<file path="config.mk">
export PLATFORM = sky130hd
export DESIGN_NAME = pw_utmi_tx_flat
export DESIGN_NICKNAME = d
export VERILOG_FILES = /design/src/rtl/pw_utmi_tx_pkg.sv /design/src/rtl/pw_utmi_tx_if.sv /design/src/rtl/pw_utmi_tx_crc16.sv /design/src/rtl/pw_utmi_tx.sv /design/src/flat_wrapper.sv
export SDC_FILE = /design/constraint.sdc
export NUM_CORES = 1
export LEC_CHECK = 0
export CAP_MARGIN = 20
export CORE_MARGIN = 2
export CORE_UTILIZATION = 54
export DETAILED_ROUTE_END_ITERATION = 8
export HOLD_SLACK_MARGIN = 0.15
export PLACE_DENSITY_LB_ADDON = 0.1
export REMOVE_ABC_BUFFERS = 1
export SYNTH_ARGS = -nofsm -noshare
export SYNTH_HDL_FRONTEND = slang
export SYNTH_HIERARCHICAL = 1
export SYNTH_SLANG_ARGS = --single-unit
</file>
<file path="constraint.sdc">
create_clock -name fe_clk -period 5.7 [get_ports fe_clk]
set_input_delay 0.57 -clock fe_clk [delete_from_list [all_inputs] [get_ports fe_clk]]
set_output_delay 0.57 -clock fe_clk [all_outputs]
set_load 0.005 [all_outputs]
</file>
<file path="src/rtl/pw_utmi_tx_pkg.sv">
// pw_utmi_tx_pkg: shared FSM states, status codes, OpMode encodings and USB CRC16 constants/helper for the UTMI transmit engine
package pw_utmi_tx_pkg;
  typedef enum logic [2:0] {IDLE, SETUP, GAP, SEND, DONE} state_t;
  typedef enum logic [1:0] {ST_OK = 2'b00, ST_ABORT = 2'b01, ST_TIMEOUT = 2'b10, ST_LOAD_ERR = 2'b11} status_t;
  localparam logic [1:0] OPM_NONDRIVE = 2'b01;
  localparam logic [1:0] OPM_NORMAL = 2'b00;
  localparam logic [15:0] CRC16_POLY = 16'h8005;
  localparam logic [15:0] CRC16_POLY_REF = 16'hA001;
  localparam logic [15:0] CRC16_INIT = 16'hFFFF;
  localparam logic [15:0] CRC16_RESIDUE = 16'hB001;
  // one byte of the reflected USB CRC16, data bits taken LSB first as they go on the wire
  function automatic logic [15:0] crc16_byte(input logic [15:0] c, input logic [7:0] d);
    logic [15:0] r;
    r = c;
    for (int i = 0; i < 8; i++) r = (r >> 1) ^ ((r[0] ^ d[i]) ? CRC16_POLY_REF : 16'h0000);
    return r;
  endfunction
endpackage

</file>
<file path="src/rtl/pw_utmi_tx_if.sv">
// pw_utmi_tx_if: load/start controls and UTMI transmit-side signals of the transmit engine
interface pw_utmi_tx_if #(parameter int pADDR_W = 6);
  logic [7:0] I_load_data;
  logic [pADDR_W-1:0] I_load_addr;
  logic I_load_wr;
  logic [pADDR_W:0] I_len;
  logic [7:0] I_gap;
  logic I_start;
  logic I_abort;
  logic fe_txrdy;
  logic [7:0] O_fe_data;
  logic O_fe_data_oe;
  logic O_txvalid;
  logic [1:0] O_opmode;
  logic O_busy;
  logic O_done;
  logic [1:0] O_status;
  logic O_load_err;
  modport master (
    output I_load_data, I_load_addr, I_load_wr, I_len, I_gap, I_start, I_abort, fe_txrdy,
    input O_fe_data, O_fe_data_oe, O_txvalid, O_opmode, O_busy, O_done, O_status, O_load_err
  );
  modport slave (
    input I_load_data, I_load_addr, I_load_wr, I_len, I_gap, I_start, I_abort, fe_txrdy,
    output O_fe_data, O_fe_data_oe, O_txvalid, O_opmode, O_busy, O_done, O_status, O_load_err
  );
endinterface

</file>
<file path="src/rtl/pw_utmi_tx_crc16.sv">
// pw_usb_crc16: byte-wide USB CRC16 next-state logic plus state register; only built with PW_TX_CRC16_EN
`ifdef PW_TX_CRC16_EN
module pw_usb_crc16
  import pw_utmi_tx_pkg::*;
(
  input logic clk,
  input logic rst,
  input logic init,
  input logic en,
  input logic [7:0] din,
  output logic [15:0] crc,
  output logic [15:0] crc_nxt
);
  assign crc_nxt = init ? CRC16_INIT : en ? crc16_byte(crc, din) : crc;
  // running CRC over the accepted payload bytes
  always_ff @(posedge clk) crc <= rst ? CRC16_INIT : crc_nxt;
endmodule
`endif

</file>
<file path="src/rtl/pw_utmi_tx.sv">
// pw_utmi_tx: UTMI transmit engine sending a buffered packet over TxValid/TxReady; PW_TX_CRC16_EN appends a USB CRC16
module pw_utmi_tx #(
  parameter int pBUF_DEPTH = 64,
  parameter int pADDR_W = 6,
  parameter int pTXRDY_TIMEOUT = 1024
) (
  input logic fe_clk,
  input logic reset_i,
  pw_utmi_tx_if.slave bus
);
  import pw_utmi_tx_pkg::*;
  localparam int IW = pADDR_W + 2;
  localparam int TW = $clog2(pTXRDY_TIMEOUT + 1);
  localparam logic [pADDR_W:0] DEPTH = (pADDR_W + 1)'(pBUF_DEPTH);
  logic [7:0] mem [pBUF_DEPTH];
  state_t state, state_nxt;
  status_t fin;
  logic [pADDR_W:0] len_q;
  logic [7:0] gap_cnt;
  logic [IW-1:0] idx, nidx, total;
  logic [TW-1:0] to_cnt;
  logic [7:0] nbyte;
  logic start, accept, last, timeout, own;
  assign start = state == IDLE && bus.I_start;
  assign accept = state == SEND && bus.O_txvalid && bus.fe_txrdy;
  assign timeout = state == SEND && !bus.fe_txrdy && to_cnt == TW'(pTXRDY_TIMEOUT);
  assign nidx = idx + 1'b1;
  assign last = nidx == total;
`ifdef PW_TX_CRC16_EN
  logic [15:0] crc, crc_nxt;
  assign total = IW'(len_q) + IW'(2);
  assign nbyte = nidx < IW'(len_q) ? mem[nidx[pADDR_W-1:0]] : nidx == IW'(len_q) ? ~crc_nxt[7:0] : ~crc[15:8];
  pw_usb_crc16 u_crc (
    .clk(fe_clk),
    .rst(reset_i),
    .init(start),
    .en(accept && idx != '0 && idx < IW'(len_q)),
    .din(bus.O_fe_data),
    .crc(crc),
    .crc_nxt(crc_nxt)
  );
`else
  assign total = IW'(len_q);
  assign nbyte = mem[nidx[pADDR_W-1:0]];
`endif
  // buffer write port, locked out while a packet owns the buffer
  always_ff @(posedge fe_clk) if (bus.I_load_wr && !bus.O_busy) mem[bus.I_load_addr] <= bus.I_load_data;
  // state register
  always_ff @(posedge fe_clk) state <= reset_i ? IDLE : state_nxt;
  // next state, bus ownership and end-of-packet status
  always_comb begin
    state_nxt = state;
    case (state)
      IDLE: state_nxt = !bus.I_start ? IDLE : bus.I_len == '0 ? DONE : SETUP;
      SETUP: state_nxt = bus.I_abort ? DONE : gap_cnt == '0 ? SEND : GAP;
      GAP: state_nxt = bus.I_abort ? DONE : gap_cnt == 8'd1 ? SEND : GAP;
      SEND: state_nxt = bus.I_abort || timeout || (accept && last) ? DONE : SEND;
      default: state_nxt = IDLE;
    endcase
    own = state_nxt inside {SETUP, GAP, SEND} || (state_nxt == DONE && state != IDLE);
    fin = bus.I_abort ? ST_ABORT : timeout ? ST_TIMEOUT : (bus.O_load_err || bus.I_load_wr) ? ST_LOAD_ERR : ST_OK;
  end
  // registered outputs and datapath; the byte register doubles as the prefetched buffer read
  always_ff @(posedge fe_clk) begin
    if (reset_i) begin
      bus.O_txvalid <= 1'b0;
      bus.O_fe_data_oe <= 1'b0;
      bus.O_fe_data <= '0;
      bus.O_opmode <= OPM_NONDRIVE;
      bus.O_busy <= 1'b0;
      bus.O_done <= 1'b0;
      bus.O_status <= ST_OK;
      bus.O_load_err <= 1'b0;
      len_q <= '0;
      gap_cnt <= '0;
      idx <= '0;
      to_cnt <= '0;
    end else begin
      bus.O_busy <= state_nxt != IDLE;
      bus.O_done <= state_nxt == DONE;
      bus.O_txvalid <= state_nxt == SEND;
      bus.O_opmode <= own ? OPM_NORMAL : OPM_NONDRIVE;
      bus.O_fe_data_oe <= own;
      if (start) begin
        len_q <= bus.I_len > DEPTH ? DEPTH : bus.I_len;
        gap_cnt <= bus.I_gap;
        bus.O_status <= ST_OK;
        bus.O_load_err <= 1'b0;
      end
      if (bus.I_load_wr && bus.O_busy) bus.O_load_err <= 1'b1;
      if (state == GAP) gap_cnt <= gap_cnt - 8'd1;
      if (state_nxt == DONE && state != IDLE) bus.O_status <= fin;
      if (state != SEND && state_nxt == SEND) begin
        idx <= '0;
        to_cnt <= '0;
        bus.O_fe_data <= mem[0];
      end else if (accept) begin
        idx <= nidx;
        to_cnt <= '0;
        bus.O_fe_data <= nbyte;
      end else if (state == SEND) to_cnt <= to_cnt + 1'b1;
    end
  end
endmodule

</file>
<file path="src/flat_wrapper.sv">
// flat-port wrapper written by rule: the top's interface ports become plain ports
module pw_utmi_tx_flat import pw_utmi_tx_pkg::*;
#(
  parameter int pBUF_DEPTH = 64,
  parameter int pADDR_W = 6,
  parameter int pTXRDY_TIMEOUT = 1024
)
  (fe_clk, reset_i, bus_I_load_data, bus_I_load_addr, bus_I_load_wr, bus_I_len, bus_I_gap, bus_I_start, bus_I_abort, bus_fe_txrdy, bus_O_fe_data, bus_O_fe_data_oe, bus_O_txvalid, bus_O_opmode, bus_O_busy, bus_O_done, bus_O_status, bus_O_load_err);
  pw_utmi_tx_if #(.pADDR_W(pADDR_W)) bus_i ();
  input logic fe_clk;
  input logic reset_i;
  input wire logic [$bits(bus_i.I_load_data)-1:0] bus_I_load_data;
  input wire logic [$bits(bus_i.I_load_addr)-1:0] bus_I_load_addr;
  input wire logic [$bits(bus_i.I_load_wr)-1:0] bus_I_load_wr;
  input wire logic [$bits(bus_i.I_len)-1:0] bus_I_len;
  input wire logic [$bits(bus_i.I_gap)-1:0] bus_I_gap;
  input wire logic [$bits(bus_i.I_start)-1:0] bus_I_start;
  input wire logic [$bits(bus_i.I_abort)-1:0] bus_I_abort;
  input wire logic [$bits(bus_i.fe_txrdy)-1:0] bus_fe_txrdy;
  output wire logic [$bits(bus_i.O_fe_data)-1:0] bus_O_fe_data;
  output wire logic [$bits(bus_i.O_fe_data_oe)-1:0] bus_O_fe_data_oe;
  output wire logic [$bits(bus_i.O_txvalid)-1:0] bus_O_txvalid;
  output wire logic [$bits(bus_i.O_opmode)-1:0] bus_O_opmode;
  output wire logic [$bits(bus_i.O_busy)-1:0] bus_O_busy;
  output wire logic [$bits(bus_i.O_done)-1:0] bus_O_done;
  output wire logic [$bits(bus_i.O_status)-1:0] bus_O_status;
  output wire logic [$bits(bus_i.O_load_err)-1:0] bus_O_load_err;
  assign bus_i.I_load_data = bus_I_load_data;
  assign bus_i.I_load_addr = bus_I_load_addr;
  assign bus_i.I_load_wr = bus_I_load_wr;
  assign bus_i.I_len = bus_I_len;
  assign bus_i.I_gap = bus_I_gap;
  assign bus_i.I_start = bus_I_start;
  assign bus_i.I_abort = bus_I_abort;
  assign bus_i.fe_txrdy = bus_fe_txrdy;
  assign bus_O_fe_data = bus_i.O_fe_data;
  assign bus_O_fe_data_oe = bus_i.O_fe_data_oe;
  assign bus_O_txvalid = bus_i.O_txvalid;
  assign bus_O_opmode = bus_i.O_opmode;
  assign bus_O_busy = bus_i.O_busy;
  assign bus_O_done = bus_i.O_done;
  assign bus_O_status = bus_i.O_status;
  assign bus_O_load_err = bus_i.O_load_err;
  pw_utmi_tx #(.pBUF_DEPTH(pBUF_DEPTH), .pADDR_W(pADDR_W), .pTXRDY_TIMEOUT(pTXRDY_TIMEOUT)) u_core (.fe_clk(fe_clk), .reset_i(reset_i), .bus(bus_i));
endmodule
</file>
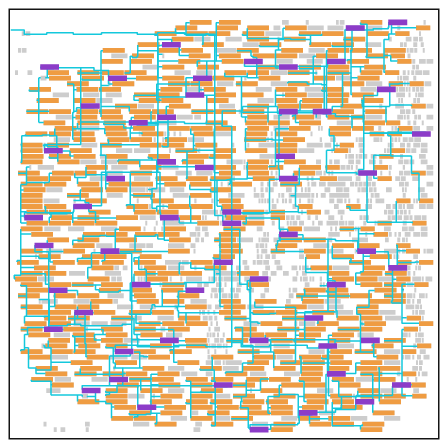
Fig. 1. Clock network drawn from the DEF (run 1).
- cyan: clock wires (length 6370 microns)
- orange: flip-flops (count 565)
- purple: cells driving clock nets (count 57)
- flops lie: widely spread

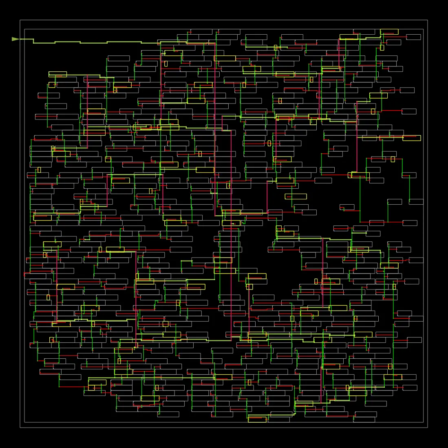
Fig. 2. The clock network (run 1).
Num CTS Buffers: 57
clock-net power: 3.70 mW
Late-Pin Clk Latency: 0.61 ns
number of sequential cells: 565
clk sinks: 565

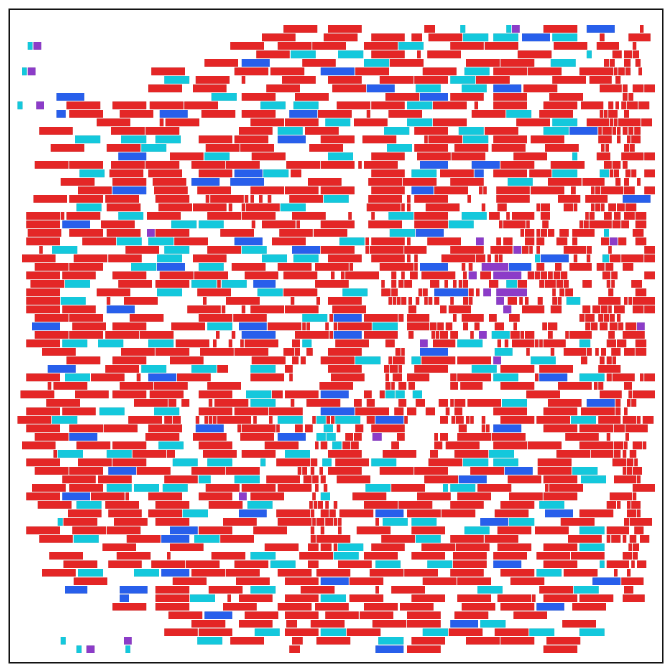
Fig. 3. Sizing map (run 1).
- cyan: drive 2 (cells 180; most used mux4_2)
- purple: drive 3 to 4 (cells 23; most used buf_4)
- red: drive 1 or less (cells 1067; most used edfxtp_1)
- blue: drive 6 and up (cells 72; most used clkbuf_16)
Signal buffers: 70
design area: 25500 sq um

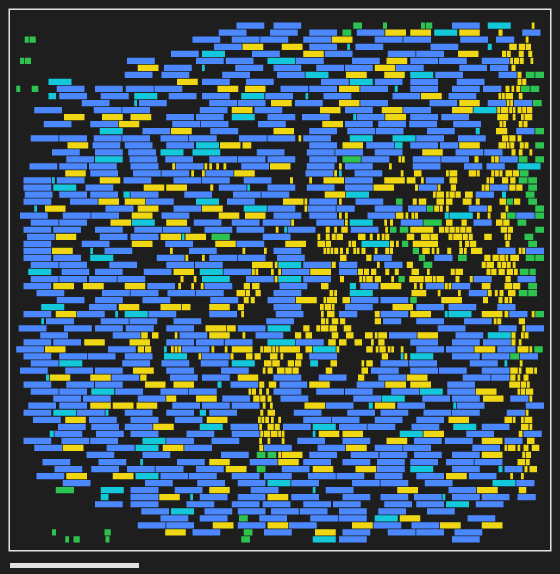
Fig. 4. Cells colored by class (run 1).
Bar = 50 microns.
- blue: flops (cells 565)
- yellow: all other logic (cells 600)
- cyan: clock drivers and dummy loads (cells 107)
- green: other buffers and delay cells (cells 70)
final core utilization: 62.0%
Seq/total area: 64.5%

==> deck_impl_summary.md, run 1 <==
Synthesis and Place & Route Summary

Hold path
  • Hold Path End: u_core/mem[8][4]$_DFFE_PP_
  • Worst Hold Class: primary input to flop

Worst setup path
  • R2R depth: 6
  • Critical path arrival: around 3.9 ns
  • CP Cell Sequence: nand3_1 -> xnor2_1 -> nor3_1 -> and3_1 -> or4_1 -> o221a_1
  • Crit path capture type: flop

Pwr
  • Switching Share: 20.2%
  • Comb pwr share: 2.7%
  • Cell-internal power: around 6.8 mW
  • Seq pwr share: ~54%

Timing
  • Tcrit/Tclk final: 59.0%
  • Worst-margin pin slew: 1.11 ns
  • Clk_skew: between 0.01 and 0.015 ns
  • Final setup violation count: 0
  • Hold Slack: 0.452 ns

Flow run
  • MaxCap Viol Count: 0
  • Tool warnings: 27

Yosys
  • Area leader, netlist: edfxtp_1
  • Synth unique cells: 59

Cells and area
  • Comb gate area: 5830 sq um
  • Largest regs: u_core/mem: 512 flops, u_core/to_cnt: 11 flops
  • Fraction of area in multi-input gates: between 20% and 30%
  • Antenna diodes: 0
  • Max-area cell class: registers
  • Fill cell count: around 2.9k

CTS
  • Worst-path clk slew: 0.06 ns
  • H-tree depth: 2

GRT
  • Initial antenna violation count: 1
  • GR Util All Layers: 23.8%

Floorplanning
  • Row count: 74
  • Die height: 209 microns

Detailed routing
  • Post-route DRC: 0
  • Detailed Route WL: 50700 microns

Status
  • Status: completed
Fig. 5: run 1, M1 wires
Supply wires on this layer in gray. Cells faint in the background.
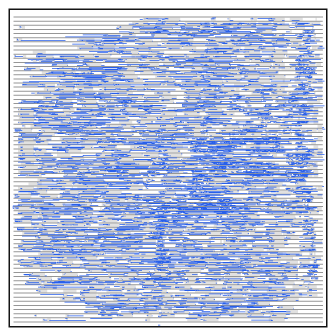

==> run 1 -> run 2 <==
==> constraint.sdc (replaced) <==
create_clock -name fe_clk -period 3.23 [get_ports fe_clk]
set_input_delay 0.323 -clock fe_clk [delete_from_list [all_inputs] [get_ports fe_clk]]
set_output_delay 0.323 -clock fe_clk [all_outputs]
set_load 0.005 [all_outputs]
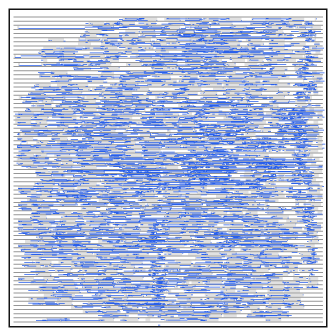
Fig. 6. M1 wires (run 2).
Supply wires on this layer in gray. Cells faint in the background.
- share of all routed wire: 41%
- wire length on this layer: 21.2 mm

==> deck_impl_summary.md, run 2 <==
Synthesis and Place & Route Summary

Cells and area
  • Largest regs: u_core/mem: 512 flops, u_core/to_cnt: 11 flops
  • Fraction of area in multi-input gates: 22.3%
  • Number of sequential cells: 565
  • Max-area cell class: registers
  • Signal buffers: 159
  • Comb gate area: 5830 sq um
  • Fill cell count: 2902

Worst setup path
  • R2R depth: 8
  • CP Cell Sequence: ha_4 -> xnor2_1 -> nor2_1 -> buf_4 -> a22oi_1 -> a21oi_1 -> a31oi_1 -> a211oi_1

Timing
  • Hold Slack: 0.196 ns
  • Worst-margin pin slew: around 0.77 ns
  • Clk_skew: 0.0236 ns
  • Tcrit/Tclk final: 85.1%
  • Final setup violation count: 0

CTS
  • H-tree depth: 2
  • Num CTS Buffers: approximately 57
  • Clk sinks: 565
  • Late-Pin Clk Latency: a little over 0.6 ns
  • Worst-path clk slew: around 0.06 ns

Pwr
  • Comb pwr share: between 2 and 3%
  • Clock-net power: approximately 6.4 mW
  • Switching Share: 20.1%

GRT
  • GR Util All Layers: 24.2%

Hold path
  • Hold Path End: u_core/mem[48][2]$_DFFE_PP_

Detailed routing
  • Post-route DRC: 0
  • Detailed Route WL: 51500 microns

Status
  • Status: completed

Yosys
  • Synth unique cells: approximately 59
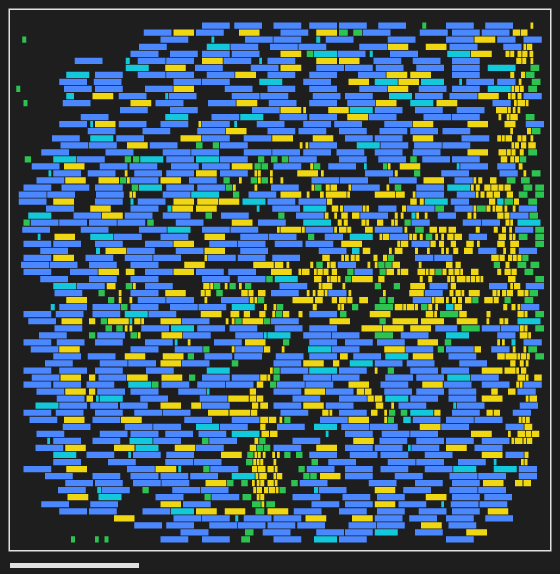
Fig. 7. Cells colored by class (run 2).
Bar = 50 microns.
- yellow: all other logic (cells 600)
- green: other buffers and delay cells (cells 159)
- cyan: clock drivers and dummy loads (cells 105)
- blue: flops (cells 565)
design area: 26100 sq um
core box area: 41100 sq um
row count: 74
final core utilization: 63.6%
Seq/total area: 62.9%

Power and IR drop assume default switching activity.
